<file path="src/rtl/rf_write_sched_pkg.sv">
// Shared types and constants for the register-file write scheduler.
package rf_write_sched_pkg;

  typedef enum logic {
    CLEAR,
    RUN
  } state_t;

  localparam logic REQ_A = 1'b0;
  localparam logic REQ_B = 1'b1;

  localparam int unsigned DEF_NUM_REGS = 32;
  localparam int unsigned DEF_ADDR_W   = 5;
  localparam int unsigned DEF_DATA_W   = 32;

endpackage

</file>
<file path="src/rtl/rf_write_sched_arb.sv">
// Two-requester round-robin arbiter with a priority pointer that moves on every grant.
module rr_arb2
  import rf_write_sched_pkg::*;
(
  input  logic       clk,
  input  logic       rst,
  input  logic       en,
  input  logic [1:0] req,
  output logic [1:0] grant
);

  // Requester favoured on a tie; becomes the other requester after each grant.
  logic prio;

  always_comb begin
    grant = '0;
    if (en) begin
      if (req[0] && (!req[1] || prio == REQ_A)) begin
        grant[0] = 1'b1;
      end else if (req[1]) begin
        grant[1] = 1'b1;
      end
    end
  end

  always_ff @(posedge clk or posedge rst) begin
    if (rst) begin
      prio <= REQ_A;
    end else if (|grant) begin
      prio <= grant[0] ? REQ_B : REQ_A;
    end
  end

endmodule

</file>
<file path="src/rtl/rf_write_sched.sv">
// Register-file write port scheduler: clears every register after reset, then
// arbitrates ALU and load writebacks onto a single registered write port.
module rf_write_sched
  import rf_write_sched_pkg::*;
#(
  parameter int unsigned NUM_REGS = DEF_NUM_REGS,
  parameter int unsigned ADDR_W   = DEF_ADDR_W,
  parameter int unsigned DATA_W   = DEF_DATA_W
) (
  input  logic              clk,
  input  logic              rst,
  input  logic              a_valid,
  input  logic [ADDR_W-1:0] a_addr,
  input  logic [DATA_W-1:0] a_data,
  output logic              a_ready,
  input  logic              b_valid,
  input  logic [ADDR_W-1:0] b_addr,
  input  logic [DATA_W-1:0] b_data,
  output logic              b_ready,
  output logic              we3,
  output logic [ADDR_W-1:0] a3,
  output logic [DATA_W-1:0] wd3,
  output logic              init_done
);

  localparam logic [ADDR_W:0] CNT_END = (ADDR_W+1)'(NUM_REGS);

  state_t            state;
  state_t            state_nxt;
  logic [ADDR_W:0]   cnt;
  logic [1:0]        grant;
  logic              xfer;
  logic              x_wr;
  logic [ADDR_W-1:0] x_addr;
  logic [DATA_W-1:0] x_data;

  rr_arb2 u_arb (
    .clk   (clk),
    .rst   (rst),
    .en    (state == RUN),
    .req   ({b_valid, a_valid}),
    .grant (grant)
  );

  assign a_ready   = grant[0];
  assign b_ready   = grant[1];
  assign init_done = (state == RUN);

  always_comb begin
    state_nxt = state;
    if (state == CLEAR && cnt == CNT_END) begin
      state_nxt = RUN;
    end
  end

  // x0 and out-of-range destinations are accepted but never written.
  always_comb begin
    xfer   = |grant;
    x_addr = grant[1] ? b_addr : a_addr;
    x_data = grant[1] ? b_data : a_data;
    x_wr   = xfer && (x_addr != '0) && ({1'b0, x_addr} < CNT_END);
  end

  always_ff @(posedge clk or posedge rst) begin
    if (rst) begin
      state <= CLEAR;
    end else begin
      state <= state_nxt;
    end
  end

  // Counter runs one past the last register so the final clear write is
  // visible for a full cycle before RUN begins.
  always_ff @(posedge clk or posedge rst) begin
    if (rst) begin
      cnt <= '0;
      we3 <= 1'b0;
      a3  <= '0;
      wd3 <= '0;
    end else if (state == CLEAR) begin
      if (cnt != CNT_END) begin
        we3 <= 1'b1;
        a3  <= cnt[ADDR_W-1:0];
        wd3 <= '0;
        cnt <= cnt + 1'b1;
      end else begin
        we3 <= 1'b0;
      end
    end else begin
      we3 <= x_wr;
      if (xfer) begin
        a3  <= x_addr;
        wd3 <= x_data;
      end
    end
  end

endmodule

</file>
<file path="config.mk">
export PLATFORM = sky130hd
export DESIGN_NAME = rf_write_sched
export DESIGN_NICKNAME = d
export VERILOG_FILES = /design/src/rtl/rf_write_sched_pkg.sv /design/src/rtl/rf_write_sched_arb.sv /design/src/rtl/rf_write_sched.sv
export SDC_FILE = /design/constraint.sdc
export NUM_CORES = 1
export LEC_CHECK = 0
export CELL_PAD_IN_SITES_DETAIL_PLACEMENT = 0
export CELL_PAD_IN_SITES_GLOBAL_PLACEMENT = 2
export CORE_MARGIN = 1.5
export CORE_UTILIZATION = 33
export CTS_CLUSTER_DIAMETER = 30
export DETAILED_ROUTE_END_ITERATION = 12
export DONT_BUFFER_PORTS = 1
export PLACE_DENSITY = 0.78
export RECOVER_POWER = 25
export SETUP_SLACK_MARGIN = 0.05
export SLEW_MARGIN = 20
export SYNTH_ARGS = -nofsm -noshare
export SYNTH_HDL_FRONTEND = slang
export SYNTH_HIERARCHICAL = 1
export SYNTH_SLANG_ARGS = --single-unit
</file>
<file path="constraint.sdc">
create_clock -name clk -period 1.5 [get_ports clk]
set_input_delay 0.15 -clock clk [delete_from_list [all_inputs] [get_ports clk]]
set_output_delay 0.15 -clock clk [all_outputs]
set_load 0.005 [all_outputs]
</file>
==> report_table.html, run 1 <==
<h2>Synthesis and place &amp; route</h2>
<table>
<tr><th>Metric</th><th>Value</th></tr>
<tr><th colspan="2">Run status</th></tr>
<tr><td>Status</td><td>finished, final reports clean</td></tr>
<tr><th colspan="2">Route</th></tr>
<tr><td>Length of routed wiring on met1</td><td>2580 um</td></tr>
<tr><td>Met3 WL</td><td>424 um</td></tr>
<tr><td>Routed wire length per instance</td><td>17.6 um</td></tr>
<tr><td>Total length of routed met2 wires</td><td>2910 um</td></tr>
<tr><td>Number of optimization iterations in the first detailed-route pass</td><td>6</td></tr>
<tr><td># DRC</td><td>0</td></tr>
<tr><td>Uppermost signal routing layer after detailed routing</td><td>met4</td></tr>
<tr><td>Average via count per standard cell</td><td>5.28</td></tr>
<tr><th colspan="2">Critical path</th></tr>
<tr><td>Logic depth of the worst register-to-register path</td><td>6</td></tr>
<tr><td>Largest stage delay on the critical path</td><td>0.37 ns</td></tr>
<tr><td>Crit-path max FO</td><td>8</td></tr>
<tr><td>Slowest cell on crit path</td><td>sky130_fd_sc_hd__dfrtp_1</td></tr>
<tr><td>Kind of launch point of the worst setup path</td><td>flip-flop</td></tr>
<tr><td>Top delay family on crit path</td><td>AND-OR/OR-AND gates</td></tr>
<tr><td>Bufs and invs on worst path</td><td>1</td></tr>
<tr><td>Critical Path, Cell by Cell</td><td>nand2_2 &gt; a21oi_4 &gt; buf_12 &gt; mux2i_2 &gt; o2111ai_1 &gt; a21o_2</td></tr>
<tr><td>Startpoint-to-endpoint class of the critical path</td><td>flip-flop to flip-flop</td></tr>
<tr><td>Element type at the critical path end</td><td>flip-flop</td></tr>
<tr><td>Worst r2r src</td><td>init_done$_DFFE_PP0P_</td></tr>
<tr><td>Crit. path cell count</td><td>6</td></tr>
<tr><td>Termination of the worst setup path</td><td>we3$_DFF_PP0_</td></tr>
<tr><td>Destination of the worst register-to-register timing path</td><td>we3$_DFF_PP0_</td></tr>
<tr><td>Flop-to-flop setup slack</td><td>0.01 ns</td></tr>
<tr><th colspan="2">Final layout</th></tr>
<tr><td>Area growth from synthesis to final layout</td><td>36.6%</td></tr>
<tr><td>Count of inserted antenna diode cells</td><td>0</td></tr>
<tr><td>Area taken by flip-flops and latches</td><td>1150 sq um</td></tr>
<tr><td>Clock network area share</td><td>3.56%</td></tr>
<tr><td>Combinational Area</td><td>1270 sq um</td></tr>
<tr><td>Count of inverters other than clock inverters in the layout</td><td>6</td></tr>
<tr><td>Comb gates</td><td>145</td></tr>
<tr><td>Flop share of the area</td><td>36.4%</td></tr>
<tr><td>Fraction of area in multi-input gates</td><td>40.2%</td></tr>
<tr><td>Num sequential</td><td>46</td></tr>
<tr><td>Non-clock buffer count</td><td>39</td></tr>
<tr><td>Largest registers</td><td>wd3 x32, cnt x6, a3 x5</td></tr>
<tr><td>Final instance count without filler cells</td><td>339</td></tr>
<tr><td>Commonest non-fill, non-tap cell in the layout</td><td>sky130_fd_sc_hd__dfrtp_1</td></tr>
<tr><td>Layout Utilization</td><td>46.5%</td></tr>
<tr><td>Clock buffer count</td><td>6</td></tr>
<tr><td>Number of flip-flops in the largest register</td><td>32</td></tr>
<tr><td>Register with the most flip-flops</td><td>wd3</td></tr>
<tr><td>Filler cells</td><td>640</td></tr>
<tr><td>Final non-filler cell area</td><td>3160 sq um</td></tr>
<tr><td>Net count reported at finish</td><td>323</td></tr>
<tr><td>Largest area class, layout</td><td>logic gates</td></tr>
<tr><th colspan="2">Final timing</th></tr>
<tr><td>Maximum clock frequency</td><td>672 MHz</td></tr>
<tr><td>Relative slew margins</td><td>61.1%</td></tr>
<tr><td>Worst-Margin Slew</td><td>0.582 ns</td></tr>
<tr><td>Total negative setup slack</td><td>0 ns</td></tr>
<tr><td>Final-report setup violation count</td><td>0</td></tr>
<tr><td>WHS</td><td>0.0307 ns</td></tr>
<tr><td>Final Worst Setup Slack</td><td>0.0108 ns</td></tr>
<tr><td>Worst setup skew after layout</td><td>0.00514 ns</td></tr>
<tr><td>RSZ-0062 raised after global routing</td><td>true</td></tr>
<tr><td>Final worst-path cycle share</td><td>99.3%</td></tr>
<tr><th colspan="2">Yosys</th></tr>
<tr><td>Leading area contributor after synthesis</td><td>sky130_fd_sc_hd__dfrtp_1</td></tr>
<tr><td>Number of enable-type register cells in the synthesized netlist</td><td>0</td></tr>
<tr><td>Commonest cells in the synthesized netlist</td><td>sky130_fd_sc_hd__dfrtp_1, sky130_fd_sc_hd__nand2_1, sky130_fd_sc_hd__mux2i_1</td></tr>
<tr><td>Warnings, synthesis</td><td>6</td></tr>
<tr><td>Cell count after synthesis</td><td>212</td></tr>
<tr><td>Area share of xor/xnor cells in the synthesized design</td><td>1.51%</td></tr>
<tr><td>Compound Share, Synth</td><td>16.2%</td></tr>
<tr><td>Netlist area before placement</td><td>2310 sq um</td></tr>
<tr><td>Adder-cell share of the synthesized area</td><td>1.08%</td></tr>
<tr><td>Dominant Register Cell</td><td>sky130_fd_sc_hd__dfrtp_1</td></tr>
<tr><td>Post-synthesis chip area from yosys</td><td>2310 sq um</td></tr>
<tr><td>Post-synth cell types</td><td>37</td></tr>
<tr><td>Largest type area fraction</td><td>49.8%</td></tr>
<tr><td>Post-Synth Simple-Gate Area</td><td>9.95%</td></tr>
<tr><td>Portion of netlist area occupied by mux cells</td><td>16.5%</td></tr>
<tr><td>Most numerous cell in the Yosys netlist</td><td>sky130_fd_sc_hd__dfrtp_1</td></tr>
<tr><th colspan="2">Global routing</th></tr>
<tr><td>Total congestion overflow after global routing</td><td>0</td></tr>
<tr><td>First-pass GRT wire length</td><td>9100 um</td></tr>
<tr><td>Most utilized layer in the global route result</td><td>met2</td></tr>
<tr><td>Number of antenna violations at the first check in global routing</td><td>0</td></tr>
<tr><th colspan="2">Pwr</th></tr>
<tr><td>Clock share of power</td><td>29.3%</td></tr>
<tr><td>Worst voltage drop across the vdd grid</td><td>0.388 mV</td></tr>
<tr><td>Reported leakage power</td><td>1.36 nW</td></tr>
<tr><td>Sw power</td><td>893 uW</td></tr>
<tr><td>Top pwr grp</td><td>sequential cells</td></tr>
<tr><td>Power density of the placed cells</td><td>1030 nW/um^2</td></tr>
<tr><td>Sw Ratio</td><td>27.4%</td></tr>
<tr><td>Part of the total power dissipated in combinational logic</td><td>22.8%</td></tr>
<tr><td>Reported sequential group power</td><td>1.56 mW</td></tr>
<tr><td>Fraction of power consumed by sequential logic</td><td>47.9%</td></tr>
<tr><th colspan="2">Flow run</th></tr>
<tr><td>Total number of warnings across the stage logs</td><td>30</td></tr>
<tr><td>Max Cap Violations</td><td>0</td></tr>
<tr><th colspan="2">Placement</th></tr>
<tr><td>Number of instances in the placed design</td><td>321</td></tr>
<tr><td>Standard cell area after detailed placement</td><td>2670 sq um</td></tr>
<tr><td>Worst Setup Slack post-DPL</td><td>-0.0584 ns</td></tr>
<tr><th colspan="2">Floorplanning</th></tr>
<tr><td>Number of top-level pins</td><td>119</td></tr>
<tr><td>Placeable core region</td><td>6790 sq um</td></tr>
<tr><td>Chip Footprint</td><td>7520 sq um</td></tr>
<tr><td>Die boundary height</td><td>86.7 um</td></tr>
<tr><td>Number of tap cells inserted</td><td>96</td></tr>
<tr><td>Horizontal extent of the die</td><td>86.7 um</td></tr>
<tr><td>Floorplan utilization</td><td>34.1%</td></tr>
<tr><th colspan="2">Min path</th></tr>
<tr><td>Hold path cells</td><td>2</td></tr>
<tr><td>Path type of the worst min-delay path</td><td>primary input to flip-flop</td></tr>
<tr><th colspan="2">Clock tree</th></tr>
<tr><td>Number of cells upsized or downsized after cts</td><td>11</td></tr>
<tr><td>Total setup buffers inserted after CTS</td><td>3</td></tr>
<tr><td>CTS clk-pin slew, worst paths</td><td>0.09 ns</td></tr>
<tr><td>CTS tree</td><td>done</td></tr>
<tr><td>Sinks on Clock Net</td><td>46</td></tr>
<tr><td>Root Driver</td><td>sky130_fd_sc_hd__clkbuf_8</td></tr>
<tr><td>Clk latency late pin</td><td>0.30 ns</td></tr>
</table>
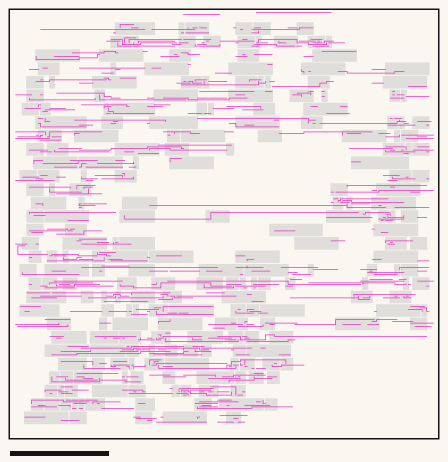
(run_1/layer_met1.png)
Bar = 20 um.
The longest straight run is 40.0 um. 266 nets have wire on it.

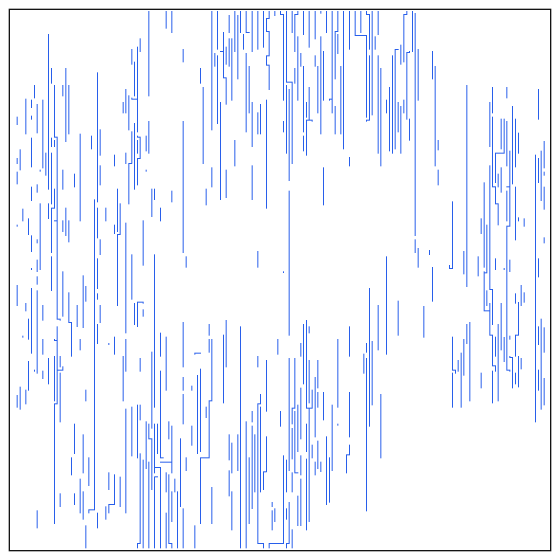
(run_1/layer_met2.png)
The longest straight run is 49.8 um. The layer holds 49% of the routed length. The wires run mostly vertical. The layer carries 2910 um of wire. 276 nets have wire on it.
met2 usage: 24.8%
routed wire length: 5980 um
total via count in the routed design: 1789

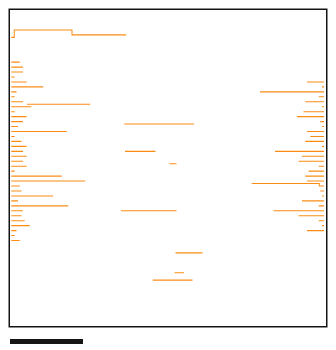
(run_1/layer_met3.png)
Bar = 20 um.
72 nets have wire on it. The longest straight run is 20.0 um. The wires run mostly horizontal. The layer holds 7.1% of the routed length. The layer carries 425 um of wire.
met3 Track Usage GR: 4.67%

==> run_1/clocks.png <==
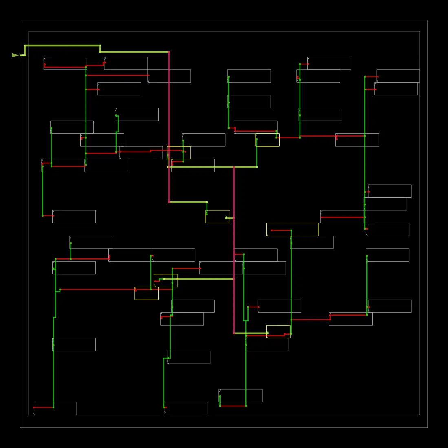

==> run 2, diff against run 1 <==
--- a/config.mk
+++ b/config.mk
@@ -12,8 +12,10 @@
 export CTS_CLUSTER_DIAMETER = 30
 export DETAILED_ROUTE_END_ITERATION = 12
 export DONT_BUFFER_PORTS = 1
+export HOLD_SLACK_MARGIN = 0.05
 export PLACE_DENSITY = 0.78
 export RECOVER_POWER = 25
+export REMOVE_ABC_BUFFERS = 1
 export SETUP_SLACK_MARGIN = 0.05
 export SLEW_MARGIN = 20
 export SYNTH_ARGS = -nofsm -noshare
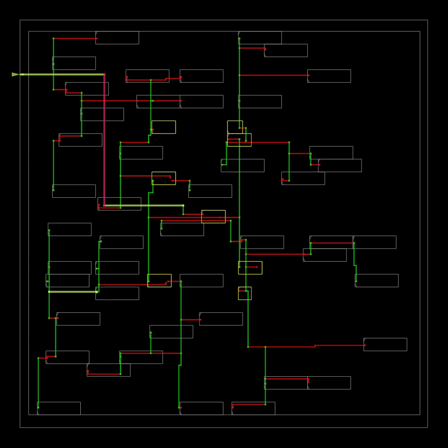
(run_2/clocks.png)
num sequential: 46
worst setup skew after layout: 0.0139 ns

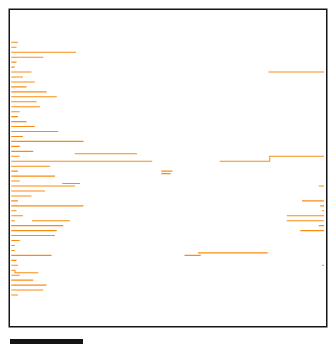
(run_2/layer_met3.png)
Bar = 20 um.
The longest straight run is 38.4 um. The wires run mostly horizontal. The layer carries 495 um of wire.
met3 Track Usage GR: 5.90%
routed wire length: 6180 um
total via count in the routed design: 1884

==> report_table.html, run 2 <==
<h2>Synthesis and place &amp; route</h2>
<table>
<tr><th>Metric</th><th>Value</th></tr>
<tr><th colspan="2">Pwr</th></tr>
<tr><td>Worst voltage drop across the vdd grid</td><td>0.622 mV</td></tr>
<tr><td>Reported sequential group power</td><td>1.56 mW</td></tr>
<tr><td>Part of the total power dissipated in combinational logic</td><td>22.6%</td></tr>
<tr><td>Fraction of power consumed by sequential logic</td><td>50.4%</td></tr>
<tr><td>Top pwr grp</td><td>sequential cells</td></tr>
<tr><td>Sw power</td><td>910 uW</td></tr>
<tr><td>Total power consumption of the routed design</td><td>3.10 mW</td></tr>
<tr><td>Sw Ratio</td><td>29.4%</td></tr>
<tr><td>Clock share of power</td><td>27.0%</td></tr>
<tr><td>Power density of the placed cells</td><td>943 nW/um^2</td></tr>
<tr><td>Reported leakage power</td><td>1.39 nW</td></tr>
<tr><th colspan="2">Min path</th></tr>
<tr><td>Hold path cells</td><td>2</td></tr>
<tr><td>Path type of the worst min-delay path</td><td>primary input to flip-flop</td></tr>
<tr><th colspan="2">Final layout</th></tr>
<tr><td>Filler cells</td><td>625</td></tr>
<tr><td>Highest-count cells in the layout ignoring fill and taps</td><td>sky130_fd_sc_hd__dfrtp_1, sky130_fd_sc_hd__nand2_1, sky130_fd_sc_hd__dlygate4sd3_1</td></tr>
<tr><td>Area taken by flip-flops and latches</td><td>1150 sq um</td></tr>
<tr><td>Area growth from synthesis to final layout</td><td>42.0%</td></tr>
<tr><td>Fraction of area in multi-input gates</td><td>35.1%</td></tr>
<tr><td>Combinational Area</td><td>1150 sq um</td></tr>
<tr><td>Final non-filler cell area</td><td>3280 sq um</td></tr>
<tr><td>Largest registers</td><td>wd3 x32, cnt x6, a3 x5</td></tr>
<tr><td>Register with the most flip-flops</td><td>wd3</td></tr>
<tr><td>Clock buffer count</td><td>6</td></tr>
<tr><td>Largest area class, layout</td><td>logic gates</td></tr>
<tr><td>Count of inserted antenna diode cells</td><td>0</td></tr>
<tr><td>Net count reported at finish</td><td>352</td></tr>
<tr><td>Comb gates</td><td>145</td></tr>
<tr><td>Number of flip-flops in the largest register</td><td>32</td></tr>
<tr><td>Commonest non-fill, non-tap cell in the layout</td><td>sky130_fd_sc_hd__dfrtp_1</td></tr>
<tr><td>Final instance count without filler cells</td><td>369</td></tr>
<tr><td>Count of inverters other than clock inverters in the layout</td><td>6</td></tr>
<tr><td>Flop share of the area</td><td>35.0%</td></tr>
<tr><td>Non-clock buffer count</td><td>68</td></tr>
<tr><td>Layout Utilization</td><td>48.3%</td></tr>
<tr><td>Clock network area share</td><td>3.01%</td></tr>
<tr><th colspan="2">Global routing</th></tr>
<tr><td>Number of antenna violations at the first check in global routing</td><td>0</td></tr>
<tr><td>Met2 usage</td><td>25.6%</td></tr>
<tr><td>Total congestion overflow after global routing</td><td>0</td></tr>
<tr><td>Most utilized layer in the global route result</td><td>met2</td></tr>
<tr><td>Met1 routing resource usage after global routing</td><td>21.5%</td></tr>
<tr><td>Maximum number of pins on one net before global-route repair</td><td>30</td></tr>
<tr><td>First-pass GRT wire length</td><td>9540 um</td></tr>
<tr><th colspan="2">Final timing</th></tr>
<tr><td>Final worst-path cycle share</td><td>102%</td></tr>
<tr><td>Relative slew margins</td><td>52.0%</td></tr>
<tr><td>Time the final worst path needs with I/O delays and setup</td><td>1.52 ns</td></tr>
<tr><td>Maximum clock frequency</td><td>656 MHz</td></tr>
<tr><td>Final Hold Violating Endpoints</td><td>0</td></tr>
<tr><td>WHS</td><td>0.0578 ns</td></tr>
<tr><td>RSZ-0062 raised after global routing</td><td>true</td></tr>
<tr><td>Total negative setup slack</td><td>-0.0986 ns</td></tr>
<tr><td>Worst-Margin Slew</td><td>0.719 ns</td></tr>
<tr><td>Final-report setup violation count</td><td>8</td></tr>
<tr><td>Final Worst Setup Slack</td><td>-0.0248 ns</td></tr>
<tr><td>Final-report max-slew violation count</td><td>0</td></tr>
<tr><th colspan="2">Yosys</th></tr>
<tr><td>Post-synth cell types</td><td>37</td></tr>
<tr><td>Post-synthesis chip area from yosys</td><td>2310 sq um</td></tr>
<tr><td>Warnings, synthesis</td><td>6</td></tr>
<tr><td>Cell count in the Yosys report</td><td>212</td></tr>
<tr><td>Area share of xor/xnor cells in the synthesized design</td><td>1.51%</td></tr>
<tr><td>Leading area contributor after synthesis</td><td>sky130_fd_sc_hd__dfrtp_1</td></tr>
<tr><td>Most numerous cell in the Yosys netlist</td><td>sky130_fd_sc_hd__dfrtp_1</td></tr>
<tr><td>Adder-cell share of the synthesized area</td><td>1.08%</td></tr>
<tr><td>Post-Synth Simple-Gate Area</td><td>9.95%</td></tr>
<tr><td>Commonest cells in the synthesized netlist</td><td>sky130_fd_sc_hd__dfrtp_1, sky130_fd_sc_hd__nand2_1, sky130_fd_sc_hd__mux2i_1</td></tr>
<tr><td>Number of enable-type register cells in the synthesized netlist</td><td>0</td></tr>
<tr><td>Netlist area before placement</td><td>2310 sq um</td></tr>
<tr><td>Portion of netlist area occupied by mux cells</td><td>16.5%</td></tr>
<tr><td>Compound Share, Synth</td><td>16.2%</td></tr>
<tr><td>Dominant Register Cell</td><td>sky130_fd_sc_hd__dfrtp_1</td></tr>
<tr><td>Cell count after synthesis</td><td>212</td></tr>
<tr><td>Largest type area fraction</td><td>49.8%</td></tr>
<tr><td>Registers, synthesis</td><td>46</td></tr>
<tr><th colspan="2">Clock tree</th></tr>
<tr><td>Number of cells upsized or downsized after cts</td><td>9</td></tr>
<tr><td>CTS clk-pin slew, worst paths</td><td>0.10 ns</td></tr>
<tr><td>Root Driver</td><td>sky130_fd_sc_hd__clkbuf_8</td></tr>
<tr><td>Total setup buffers inserted after CTS</td><td>4</td></tr>
<tr><td>Sinks on Clock Net</td><td>46</td></tr>
<tr><td>Clk latency late pin</td><td>0.30 ns</td></tr>
<tr><td>CTS tree</td><td>done</td></tr>
<tr><th colspan="2">Route</th></tr>
<tr><td>Routed wire length per instance</td><td>16.8 um</td></tr>
<tr><td>Met3 WL</td><td>494 um</td></tr>
<tr><td>Uppermost signal routing layer after detailed routing</td><td>met4</td></tr>
<tr><td># DRC</td><td>0</td></tr>
<tr><td>Number of optimization iterations in the first detailed-route pass</td><td>4</td></tr>
<tr><td>Average via count per standard cell</td><td>5.11</td></tr>
<tr><td>Number of violations reported at the end of detailed-routing iteration 0</td><td>75</td></tr>
<tr><td>Length of routed wiring on met1</td><td>2590 um</td></tr>
<tr><td>Total length of routed met2 wires</td><td>3070 um</td></tr>
<tr><th colspan="2">Floorplanning</th></tr>
<tr><td>Floorplan utilization</td><td>34.1%</td></tr>
<tr><td>Cell row count</td><td>30</td></tr>
<tr><td>Placeable core region</td><td>6790 sq um</td></tr>
<tr><td>Die boundary height</td><td>86.7 um</td></tr>
<tr><td>Horizontal extent of the die</td><td>86.7 um</td></tr>
<tr><td>Chip Footprint</td><td>7520 sq um</td></tr>
<tr><td>Number of top-level pins</td><td>119</td></tr>
<tr><td>Number of tap cells inserted</td><td>96</td></tr>
<tr><th colspan="2">Critical path</th></tr>
<tr><td>Top delay family on crit path</td><td>AND-OR/OR-AND gates</td></tr>
<tr><td>Crit-path max FO</td><td>7</td></tr>
<tr><td>Flop-to-flop setup slack</td><td>-0.02 ns</td></tr>
<tr><td>Arrival time of the worst setup path</td><td>1.72 ns</td></tr>
<tr><td>Slowest cell on crit path</td><td>sky130_fd_sc_hd__dfrtp_1</td></tr>
<tr><td>Required time at the worst-slack endpoint</td><td>1.70 ns</td></tr>
<tr><td>Logic depth of the worst register-to-register path</td><td>6</td></tr>
<tr><td>Critical Path, Cell by Cell</td><td>nand2_2 &gt; a21oi_4 &gt; buf_12 &gt; mux2i_4 &gt; o2111ai_2 &gt; a21o_2</td></tr>
<tr><td>Destination of the worst register-to-register timing path</td><td>we3$_DFF_PP0_</td></tr>
<tr><td>Worst r2r src</td><td>init_done$_DFFE_PP0P_</td></tr>
<tr><td>Kind of launch point of the worst setup path</td><td>flip-flop</td></tr>
<tr><td>Largest stage delay on the critical path</td><td>0.42 ns</td></tr>
<tr><td>Startpoint-to-endpoint class of the critical path</td><td>flip-flop to flip-flop</td></tr>
<tr><td>Crit. path cell count</td><td>6</td></tr>
<tr><td>Termination of the worst setup path</td><td>we3$_DFF_PP0_</td></tr>
<tr><td>Element type at the critical path end</td><td>flip-flop</td></tr>
<tr><td>Bufs and invs on worst path</td><td>1</td></tr>
<tr><th colspan="2">Placement</th></tr>
<tr><td>Standard cell area after detailed placement</td><td>2600 sq um</td></tr>
<tr><td>Number of instances in the placed design</td><td>318</td></tr>
<tr><td>Placed wire-length estimate</td><td>4010 um</td></tr>
<tr><td>Worst Setup Slack post-DPL</td><td>0.000324 ns</td></tr>
<tr><th colspan="2">Flow run</th></tr>
<tr><td>Max Cap Violations</td><td>0</td></tr>
<tr><td>Total number of warnings across the stage logs</td><td>28</td></tr>
<tr><th colspan="2">Run status</th></tr>
<tr><td>Status</td><td>complete, but fails checks</td></tr>
<tr><td>Violations in the final reports</td><td>setup timing</td></tr>
</table>
Power figures rest on the tool's default switching activity, not on a simulated workload.
